===== src/rtl/dec_scan_pkg.sv =====
// rtl/dec_scan_pkg.sv - shared constants and state type for the decoder scan sequencer
package dec_scan_pkg;

  localparam int SLOT_W = 4;

  localparam logic [1:0] S_IDLE  = 2'd0;
  localparam logic [1:0] S_BLANK = 2'd1;
  localparam logic [1:0] S_DRIVE = 2'd2;

  typedef enum logic [1:0] {
    ST_IDLE  = S_IDLE,
    ST_BLANK = S_BLANK,
    ST_DRIVE = S_DRIVE
  } state_t;

endpackage


===== src/rtl/dec_scan_ctrl_if.sv =====
// rtl/dec_scan_ctrl_if.sv - control and decoder-drive bundle of the scan sequencer
interface dec_scan_ctrl_if;
  import dec_scan_pkg::*;

  logic              start;
  logic              stop;
  logic              mode;
  logic [SLOT_W-1:0] sel;
  logic              sel_en;
  logic              busy;
  logic              slot_tick;
  logic              done;

  modport master (
    output start, stop, mode,
    input  sel, sel_en, busy, slot_tick, done
  );

  modport slave (
    input  start, stop, mode,
    output sel, sel_en, busy, slot_tick, done
  );

endinterface


===== src/rtl/dec_scan_timer.sv =====
// rtl/dec_scan_timer.sv - loadable down-counter pacing blank and dwell periods
module dec_scan_timer #(
  parameter int CNT_W = 10
) (
  input  logic             clk,
  input  logic             rst_n,
  input  logic             load,
  input  logic [CNT_W-1:0] load_val,
  input  logic             en,
  output logic             zero
);

  logic [CNT_W-1:0] count;

  always_ff @(posedge clk or negedge rst_n) begin
    if (!rst_n) begin
      count <= '0;
    end else if (load) begin
      count <= load_val;
    end else if (en && (count != '0)) begin
      count <= count - CNT_W'(1);
    end
  end

  assign zero = (count == '0);

endmodule


===== src/rtl/dec_scan_ctrl.sv =====
// rtl/dec_scan_ctrl.sv - slot scan sequencer driving a 4-to-16 decoder index and enable
module dec_scan_ctrl
  import dec_scan_pkg::*;
#(
  parameter int N_SLOTS = 16,
  parameter int DWELL   = 1000,
  parameter int BLANK   = 2,
  parameter int CNT_W   = 10
) (
  input  logic             clk,
  input  logic             rst_n,
  dec_scan_ctrl_if.slave   bus
);

  localparam logic [SLOT_W-1:0] LAST_SLOT = SLOT_W'(N_SLOTS - 1);
  localparam logic [CNT_W-1:0]  DWELL_LD  = CNT_W'(DWELL - 1);
  localparam logic [CNT_W-1:0]  BLANK_LD  = (BLANK > 0) ? CNT_W'(BLANK - 1) : '0;

  state_t            state, state_nx;
  logic [SLOT_W-1:0] sel, sel_nx;
  logic              sel_en, sel_en_nx;
  logic              busy, busy_nx;
  logic              slot_tick, slot_tick_nx;
  logic              done, done_nx;
  logic              mode_q, mode_nx;
  logic              t_load, t_en, t_zero;
  logic [CNT_W-1:0]  t_val;

  dec_scan_timer #(.CNT_W(CNT_W)) u_timer (
    .clk      (clk),
    .rst_n    (rst_n),
    .load     (t_load),
    .load_val (t_val),
    .en       (t_en),
    .zero     (t_zero)
  );

  always_ff @(posedge clk or negedge rst_n) begin
    if (!rst_n) begin
      state     <= ST_IDLE;
      sel       <= '0;
      sel_en    <= 1'b0;
      busy      <= 1'b0;
      slot_tick <= 1'b0;
      done      <= 1'b0;
      mode_q    <= 1'b0;
    end else begin
      state     <= state_nx;
      sel       <= sel_nx;
      sel_en    <= sel_en_nx;
      busy      <= busy_nx;
      slot_tick <= slot_tick_nx;
      done      <= done_nx;
      mode_q    <= mode_nx;
    end
  end

  always_comb begin
    state_nx     = state;
    sel_nx       = sel;
    sel_en_nx    = 1'b0;
    slot_tick_nx = 1'b0;
    done_nx      = 1'b0;
    mode_nx      = mode_q;
    t_load       = 1'b0;
    t_val        = '0;
    t_en         = 1'b0;

    if (bus.stop) begin
      state_nx = ST_IDLE;
      sel_nx   = '0;
    end else begin
      case (state)
        ST_IDLE: begin
          if (bus.start) begin
            mode_nx = bus.mode;
            sel_nx  = '0;
            t_load  = 1'b1;
            if (BLANK > 0) begin
              state_nx = ST_BLANK;
              t_val    = BLANK_LD;
            end else begin
              state_nx     = ST_DRIVE;
              t_val        = DWELL_LD;
              sel_en_nx    = 1'b1;
              slot_tick_nx = 1'b1;
            end
          end
        end
        ST_BLANK: begin
          t_en = 1'b1;
          if (t_zero) begin
            state_nx     = ST_DRIVE;
            t_load       = 1'b1;
            t_val        = DWELL_LD;
            sel_en_nx    = 1'b1;
            slot_tick_nx = 1'b1;
          end
        end
        ST_DRIVE: begin
          t_en      = 1'b1;
          sel_en_nx = 1'b1;
          if (t_zero) begin
            if ((sel == LAST_SLOT) && mode_q) begin
              state_nx  = ST_IDLE;
              sel_nx    = '0;
              sel_en_nx = 1'b0;
              done_nx   = 1'b1;
            end else begin
              sel_nx = (sel == LAST_SLOT) ? '0 : sel + SLOT_W'(1);
              t_load = 1'b1;
              if (BLANK > 0) begin
                state_nx  = ST_BLANK;
                t_val     = BLANK_LD;
                sel_en_nx = 1'b0;
              end else begin
                t_val        = DWELL_LD;
                slot_tick_nx = 1'b1;
              end
            end
          end
        end
        default: begin
          state_nx = ST_IDLE;
          sel_nx   = '0;
        end
      endcase
    end

    busy_nx = (state_nx != ST_IDLE);
  end

  assign bus.sel       = sel;
  assign bus.sel_en    = sel_en;
  assign bus.busy      = busy;
  assign bus.slot_tick = slot_tick;
  assign bus.done      = done;

endmodule

===== src/flat_wrapper.sv =====
// flat-port wrapper written by rule: the top's interface ports become plain ports
module dec_scan_ctrl_flat import dec_scan_pkg::*;
#(
  parameter int N_SLOTS = 16,
  parameter int DWELL   = 1000,
  parameter int BLANK   = 2,
  parameter int CNT_W   = 10
)
  (clk, rst_n, bus_start, bus_stop, bus_mode, bus_sel, bus_sel_en, bus_busy, bus_slot_tick, bus_done);
  dec_scan_ctrl_if bus_i ();
  input  logic clk;
  input  logic rst_n;
  input wire logic [$bits(bus_i.start)-1:0] bus_start;
  input wire logic [$bits(bus_i.stop)-1:0] bus_stop;
  input wire logic [$bits(bus_i.mode)-1:0] bus_mode;
  output wire logic [$bits(bus_i.sel)-1:0] bus_sel;
  output wire logic [$bits(bus_i.sel_en)-1:0] bus_sel_en;
  output wire logic [$bits(bus_i.busy)-1:0] bus_busy;
  output wire logic [$bits(bus_i.slot_tick)-1:0] bus_slot_tick;
  output wire logic [$bits(bus_i.done)-1:0] bus_done;
  assign bus_i.start = bus_start;
  assign bus_i.stop = bus_stop;
  assign bus_i.mode = bus_mode;
  assign bus_sel = bus_i.sel;
  assign bus_sel_en = bus_i.sel_en;
  assign bus_busy = bus_i.busy;
  assign bus_slot_tick = bus_i.slot_tick;
  assign bus_done = bus_i.done;
  dec_scan_ctrl #(.N_SLOTS(N_SLOTS), .DWELL(DWELL), .BLANK(BLANK), .CNT_W(CNT_W)) u_core (.clk(clk), .rst_n(rst_n), .bus(bus_i));
endmodule

===== config.mk =====
export PLATFORM = sky130hd
export DESIGN_NAME = dec_scan_ctrl_flat
export DESIGN_NICKNAME = d
export VERILOG_FILES = /design/src/rtl/dec_scan_pkg.sv /design/src/rtl/dec_scan_ctrl_if.sv /design/src/rtl/dec_scan_timer.sv /design/src/rtl/dec_scan_ctrl.sv /design/src/flat_wrapper.sv
export SDC_FILE = /design/constraint.sdc
export NUM_CORES = 1
export LEC_CHECK = 0
export CAP_MARGIN = 0
export CORE_MARGIN = 2
export CORE_UTILIZATION = 49
export CTS_BUF_LIST = sky130_fd_sc_hd__clkbuf_2 sky130_fd_sc_hd__clkbuf_4 sky130_fd_sc_hd__clkbuf_8
export DETAILED_ROUTE_END_ITERATION = 10
export PLACE_DENSITY = 0.8
export SYNTH_ARGS = -nofsm -noshare
export SYNTH_HDL_FRONTEND = slang
export SYNTH_SLANG_ARGS = --single-unit

===== constraint.sdc =====
create_clock -name clk -period 2.1 [get_ports clk]
set_clock_uncertainty 0.05 [all_clocks]
set_input_delay 0.525 -clock clk [delete_from_list [all_inputs] [get_ports clk]]
set_output_delay 0.525 -clock clk [all_outputs]
set_load 0.01 [all_outputs]

Figure 1. Floorplan with the power grid (run 1).
Scale bar: 20 um. Pins as bars on the die edge. Tap cells in gray.
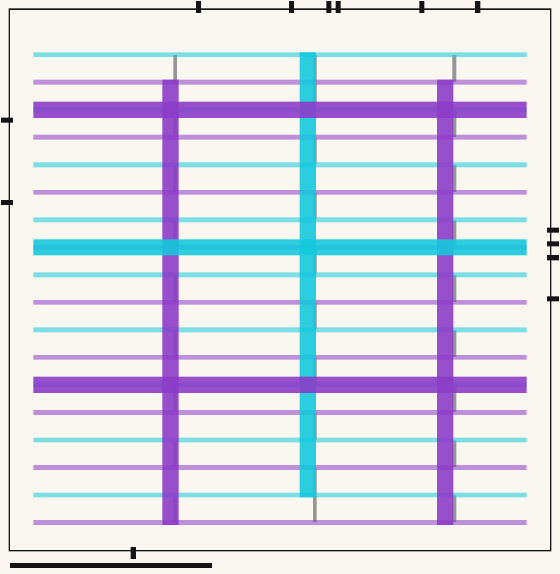
- VDD: cyan
- VSS: purple
- met4 straps: 3
- tap cells: 28
- rows: 17
die width: 53.4 um
Max VDD drop: 0.542 mV
core area: 0.00225 mm2
chip height: 53.4 um

Figure 2. Register map, names as in the netlist (run 1).
Scale bar: 20 um. Other sequential cells in the stronger gray, the rest of the logic in the fainter gray.
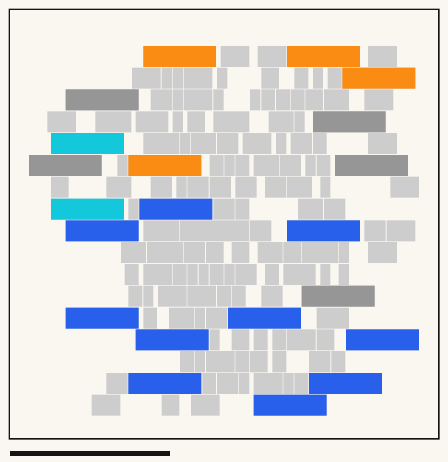
- `u_core.bus.sel`: orange (sequential cells 4)
- `u_core.u_timer.count`: blue (sequential cells 10)
- `u_core.state`: cyan (sequential cells 2)
- not colored: 5
Util after Layout: 0.643
Seq group: 0.608 mW
Seq/total area: 0.363
Storage cell area: 526 um2

==> impl_metrics.env, run 1 <==
# physical design summary
export IMPL_status="complete, no violations"
export IMPL_setup_violations=0
export IMPL_post_route_drc_count=0
export IMPL_post_route_period_util=0.939
export IMPL_cts_max_level=1
export IMPL_top_area_cell="dfrtp_1"
export IMPL_io_pins=13
export IMPL_antenna_found_initial=0
export IMPL_wl_met3_um=78
export IMPL_clkLatencyLatePin_ns=0.32
export IMPL_p_int_mw=0.837
export IMPL_fin_crit_ns=1.97
export IMPL_ys_ff=21
export IMPL_power_frac_seq=0.438
export IMPL_vias=981
export IMPL_syn_inst=125
export IMPL_synthArstFlopShare=1.00
export IMPL_critical_path_top_delay_family="simple AND/OR/NAND/NOR gates"
export IMPL_grt_pass1_vias=980
export IMPL_yosysSeqAreaShare=0.440
export IMPL_cp_end_kind="flip-flop"
export IMPL_cp_depth=7
export IMPL_grt_use_met3=0.0424
export IMPL_p_comb_mw=0.572
export IMPL_multi_input_comb_cells=96
export IMPL_dr_wl_met2_mm=1.23
export IMPL_startpoint="u_core.state[0]$_DFF_PN0_"
export IMPL_dieArea_mm2=0.00285
export IMPL_swShare=0.397
export IMPL_hp_class="in2async"
export IMPL_final_max_slew_viol_count=0
export IMPL_cts_made_buffers=3
export IMPL_crit_slowest_cell="or4_4"
export IMPL_sh_comb_area=0.446
export IMPL_edf_count=0
export IMPL_syn_nets=136
export IMPL_fin_nets=160
export IMPL_wirelength_met1_mm=1.18
export IMPL_path_buffers=1
export IMPL_gr_total_overflow=0
export IMPL_first_iter_violations=31
export IMPL_synth_avg_cell_area_um2=9.56
export IMPL_r2r_end="u_core.u_timer.count[9]$_DFFE_PN0P_"
export IMPL_cts_hold_fix_buffers=0
export IMPL_layout_nonclk_buf_frac=0.135
export IMPL_final_common_cell="dfrtp_1"
export IMPL_highest_signal_layer="met4"
export IMPL_cts_max_path_buffers=2
export IMPL_slowest_delay_ns=0.47
export IMPL_mappedNetlistArea_mm2=0.00119
export IMPL_maxCapViolations=0
export IMPL_p_per_area_mw_per_mm2=958
export IMPL_fmax_mhz=507
export IMPL_combPwrFrac=0.412
export IMPL_r2r_start="u_core.state[0]$_DFF_PN0_"
export IMPL_top_cells_by_area="dfrtp_1 44%, ha_1 6.3%, mux2i_1 5.0%"
export IMPL_dpl_cell_area_mm2=0.00140
export IMPL_place_gp_congestion=0.795
export IMPL_top_register="u_core.u_timer.count"
export IMPL_hold_viol_final=0
export IMPL_path_class="reg2reg"
export IMPL_top_cell_area_share=0.440
export IMPL_num_antenna_cells=0
export IMPL_warnings=29
export IMPL_vias_per_cell=5.57
export IMPL_p_switching_mw=0.551
export IMPL_signal_buffers=22
export IMPL_crit_path_end="u_core.u_timer.count[9]$_DFFE_PN0P_"
export IMPL_reg_largest_list="u_core.u_timer.count x10, u_core.bus.sel x4, u_core.state x2"
export IMPL_path_clk_slew_ns=0.12
export IMPL_grt_max_degree=22
export IMPL_setup_tns_ns=0
export IMPL_power_mw=1.39
export IMPL_critPathRequiredTime_ns=2.26
export IMPL_routed_wl_mm=2.54
export IMPL_area_growth_pct=21.3
export IMPL_grt_busiest_layer="met2"
export IMPL_final_cell_mix="21 x dfrtp_1, 15 x nor2_1, 12 x clkdlybuf4s50_1, 10 x buf_4, 9 x nand2_1"
export IMPL_grt_pass1_wl_mm=4.32
export IMPL_ys_area_mm2=0.00119
export IMPL_synthFlopType="dfrtp_1"
export IMPL_hold_worst_slack_ns=0.480
export IMPL_p_leak_nw=0.645
export IMPL_hpwl_mm=1.85
export IMPL_largest_cell_class="logic gates"
export IMPL_maxSlewHeadroom=0.767
Figure 3. Placement view (run 1).
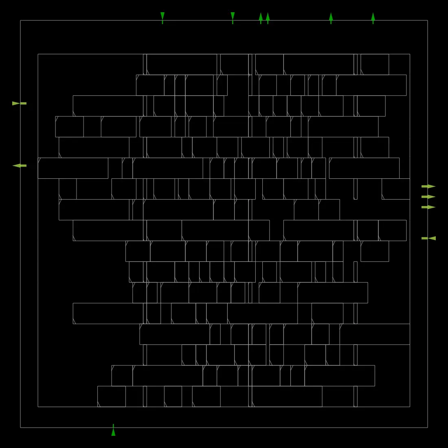
num tapcells: 28
number of flip-flops and latches: 21
Final Instance Count excl. Fillers: 176
row cnt: 17
fillers: 182

run 1: cell families (layout without fill, tap and decap cells):
| logic type | after synthesis | after routing | synth area share |
|---|---|---|---|
| AND/OR/NAND/NOR | 56 | 56 | 0.260 |
| AND-OR/OR-AND | 24 | 24 | 0.121 |
| flip-flops | 21 | 21 | 0.440 |
| multiplexers | 8 | 8 | 0.0691 |
| buffers and inverters | 8 | 31 | 0.0325 |
| adder cells (fa/ha/maj) | 6 | 6 | 0.0628 |
| XOR/XNOR | 2 | 2 | 0.0147 |
run 1: worst register-to-register path: stages (launching register included):
cell      delay (ns)
dfrtp_1         0.40
inv_1           0.09
ha_1            0.30
nand2b_1        0.08
or4_4           0.47
nor3_2          0.20
mux2i_1         0.19
o21ai_0         0.09
==> run 1 -> run 2 <==
- SLEW_MARGIN: default -> 20
Figure 4. Floorplan with the power grid (run 2).
Scale bar: 20 um. Pins as bars on the die edge. Tap cells in gray.
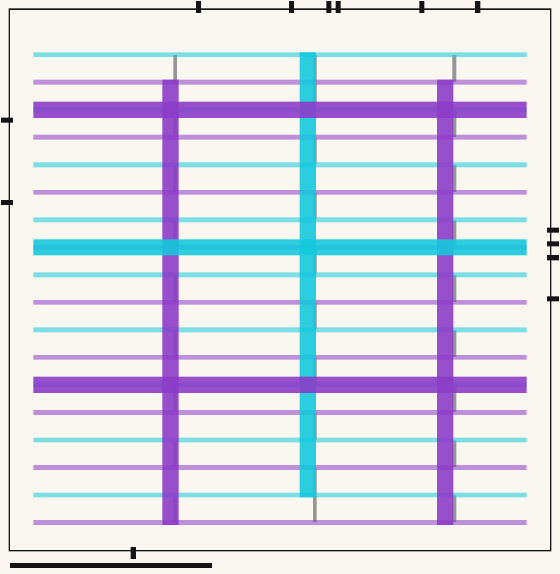
- VSS: purple
- VDD: cyan
- met1 rails: 18
- signal pins: 13
- rows: 17
- met5 straps: 3
- met4 straps: 3

==> run 2 against run 1 <==
Compared with the run above:
- die area did not move
- utilization is the same
- setup slack did not move
- register-to-register slack about the same
- sequential power is essentially flat
- highest routed layer unchanged
- critical path depth unchanged
- routed wire length unchanged
- critical endpoint unchanged
- via count unchanged
- hold slack is the same
- sequential share of layout area did not move
==> impl_metrics.env, run 2 <==
# physical design summary
export IMPL_status="complete, no violations"
export IMPL_fin_nets=160
export IMPL_tap_cell_count=28
export IMPL_cp_depth=7
export IMPL_p_int_mw=0.837
export IMPL_post_route_drc_count=0
export IMPL_multi_input_comb_cells=96
export IMPL_antenna_found_initial=0
export IMPL_fin_util=0.643
export IMPL_final_cell_mix="21 x dfrtp_1, 15 x nor2_1, 12 x clkdlybuf4s50_1, 10 x buf_4, 9 x nand2_1"
export IMPL_vdd_drop_max_mv=0.542
export IMPL_path_clk_slew_ns=0.12
export IMPL_crit_slowest_cell="or4_4"
export IMPL_layout_nonclk_buf_frac=0.135
export IMPL_ys_ff=21
export IMPL_crit_path_end="u_core.u_timer.count[9]$_DFFE_PN0P_"
export IMPL_cp_end_kind="flip-flop"
export IMPL_cts_made_buffers=3
export IMPL_yosysSeqAreaShare=0.440
export IMPL_p_switching_mw=0.551
export IMPL_die_h_um=53.4
export IMPL_first_iter_violations=31
export IMPL_design_core_area_mm2=0.00225
export IMPL_fin_crit_ns=1.97
export IMPL_top_cell_area_share=0.440
export IMPL_signal_buffers=22
export IMPL_top_area_cell="dfrtp_1"
export IMPL_final_common_cell="dfrtp_1"
export IMPL_clkLatencyLatePin_ns=0.32
export IMPL_syn_inst=125
export IMPL_critPathRequiredTime_ns=2.26
export IMPL_setup_tns_ns=0
export IMPL_grt_pass1_vias=980
export IMPL_largest_cell_class="logic gates"
export IMPL_r2r_end="u_core.u_timer.count[9]$_DFFE_PN0P_"
export IMPL_grt_pass1_wl_mm=4.32
export IMPL_maxSlewHeadroom=0.767
export IMPL_num_antenna_cells=0
export IMPL_combPwrFrac=0.412
export IMPL_num_rows=17
export IMPL_cts_max_path_buffers=2
export IMPL_setup_violations=0
export IMPL_io_pins=13
export IMPL_cts_hold_fix_buffers=0
export IMPL_hold_worst_slack_ns=0.480
export IMPL_cts_max_level=1
export IMPL_dpl_cell_area_mm2=0.00140
export IMPL_path_buffers=1
export IMPL_place_gp_congestion=0.795
export IMPL_p_comb_mw=0.572
export IMPL_p_per_area_mw_per_mm2=958
export IMPL_synthArstFlopShare=1.00
export IMPL_synthFlopType="dfrtp_1"
export IMPL_area_growth_pct=21.3
export IMPL_top_register="u_core.u_timer.count"
export IMPL_warnings=29
export IMPL_hp_class="in2async"
export IMPL_final_cells=176
export IMPL_power_mw=1.39
export IMPL_gr_total_overflow=0
export IMPL_hold_viol_final=0
export IMPL_syn_nets=136
export IMPL_routed_wl_mm=2.54
export IMPL_power_frac_seq=0.438
export IMPL_drive_gt1_frac=0.176
export IMPL_pg_seq_mw=0.608
export IMPL_r2r_start="u_core.state[0]$_DFF_PN0_"
export IMPL_sh_comb_area=0.446
export IMPL_vias=981
export IMPL_post_route_period_util=0.939
export IMPL_slowest_delay_ns=0.47
export IMPL_critical_path_top_delay_family="simple AND/OR/NAND/NOR gates"
export IMPL_ys_area_mm2=0.00119
export IMPL_hpwl_mm=1.85
export IMPL_path_class="reg2reg"
export IMPL_fmax_mhz=507
export IMPL_num_fill_cells=182
export IMPL_seq_share=0.363
export IMPL_vias_per_cell=5.57
export IMPL_reg_largest_list="u_core.u_timer.count x10, u_core.bus.sel x4, u_core.state x2"
export IMPL_final_max_slew_viol_count=0
export IMPL_seq_cells=21
-- run 2: routing by layer --
| metal | part of all wire | vias up | GRT usage |
|---|---|---|---|
| li1 | - | 484 | - |
| met1 | 0.47 | 477 | 0.269 |
| met2 | 0.49 | 15 | 0.352 |
| met3 | 0.031 | 5 | 0.0424 |
| met4 | 0.018 | 0 | 0.0940 |
| met5 | 0 | - | 0 |
-- run 2: kinds of logic (layout without fill, tap and decap cells) --
family / Yosys count / count (layout) / share of synthesized area
DFF: 21 / 21 / 0.440
muxes: 8 / 8 / 0.0691
AOI/OAI and AO/OA: 24 / 24 / 0.121
xor gates and xnor gates: 2 / 2 / 0.0147
and+or+nand+nor: 56 / 56 / 0.260
buffers and inverters: 8 / 31 / 0.0325
adders and majority gates: 6 / 6 / 0.0628
Power is estimated from default activity; no workload was simulated.
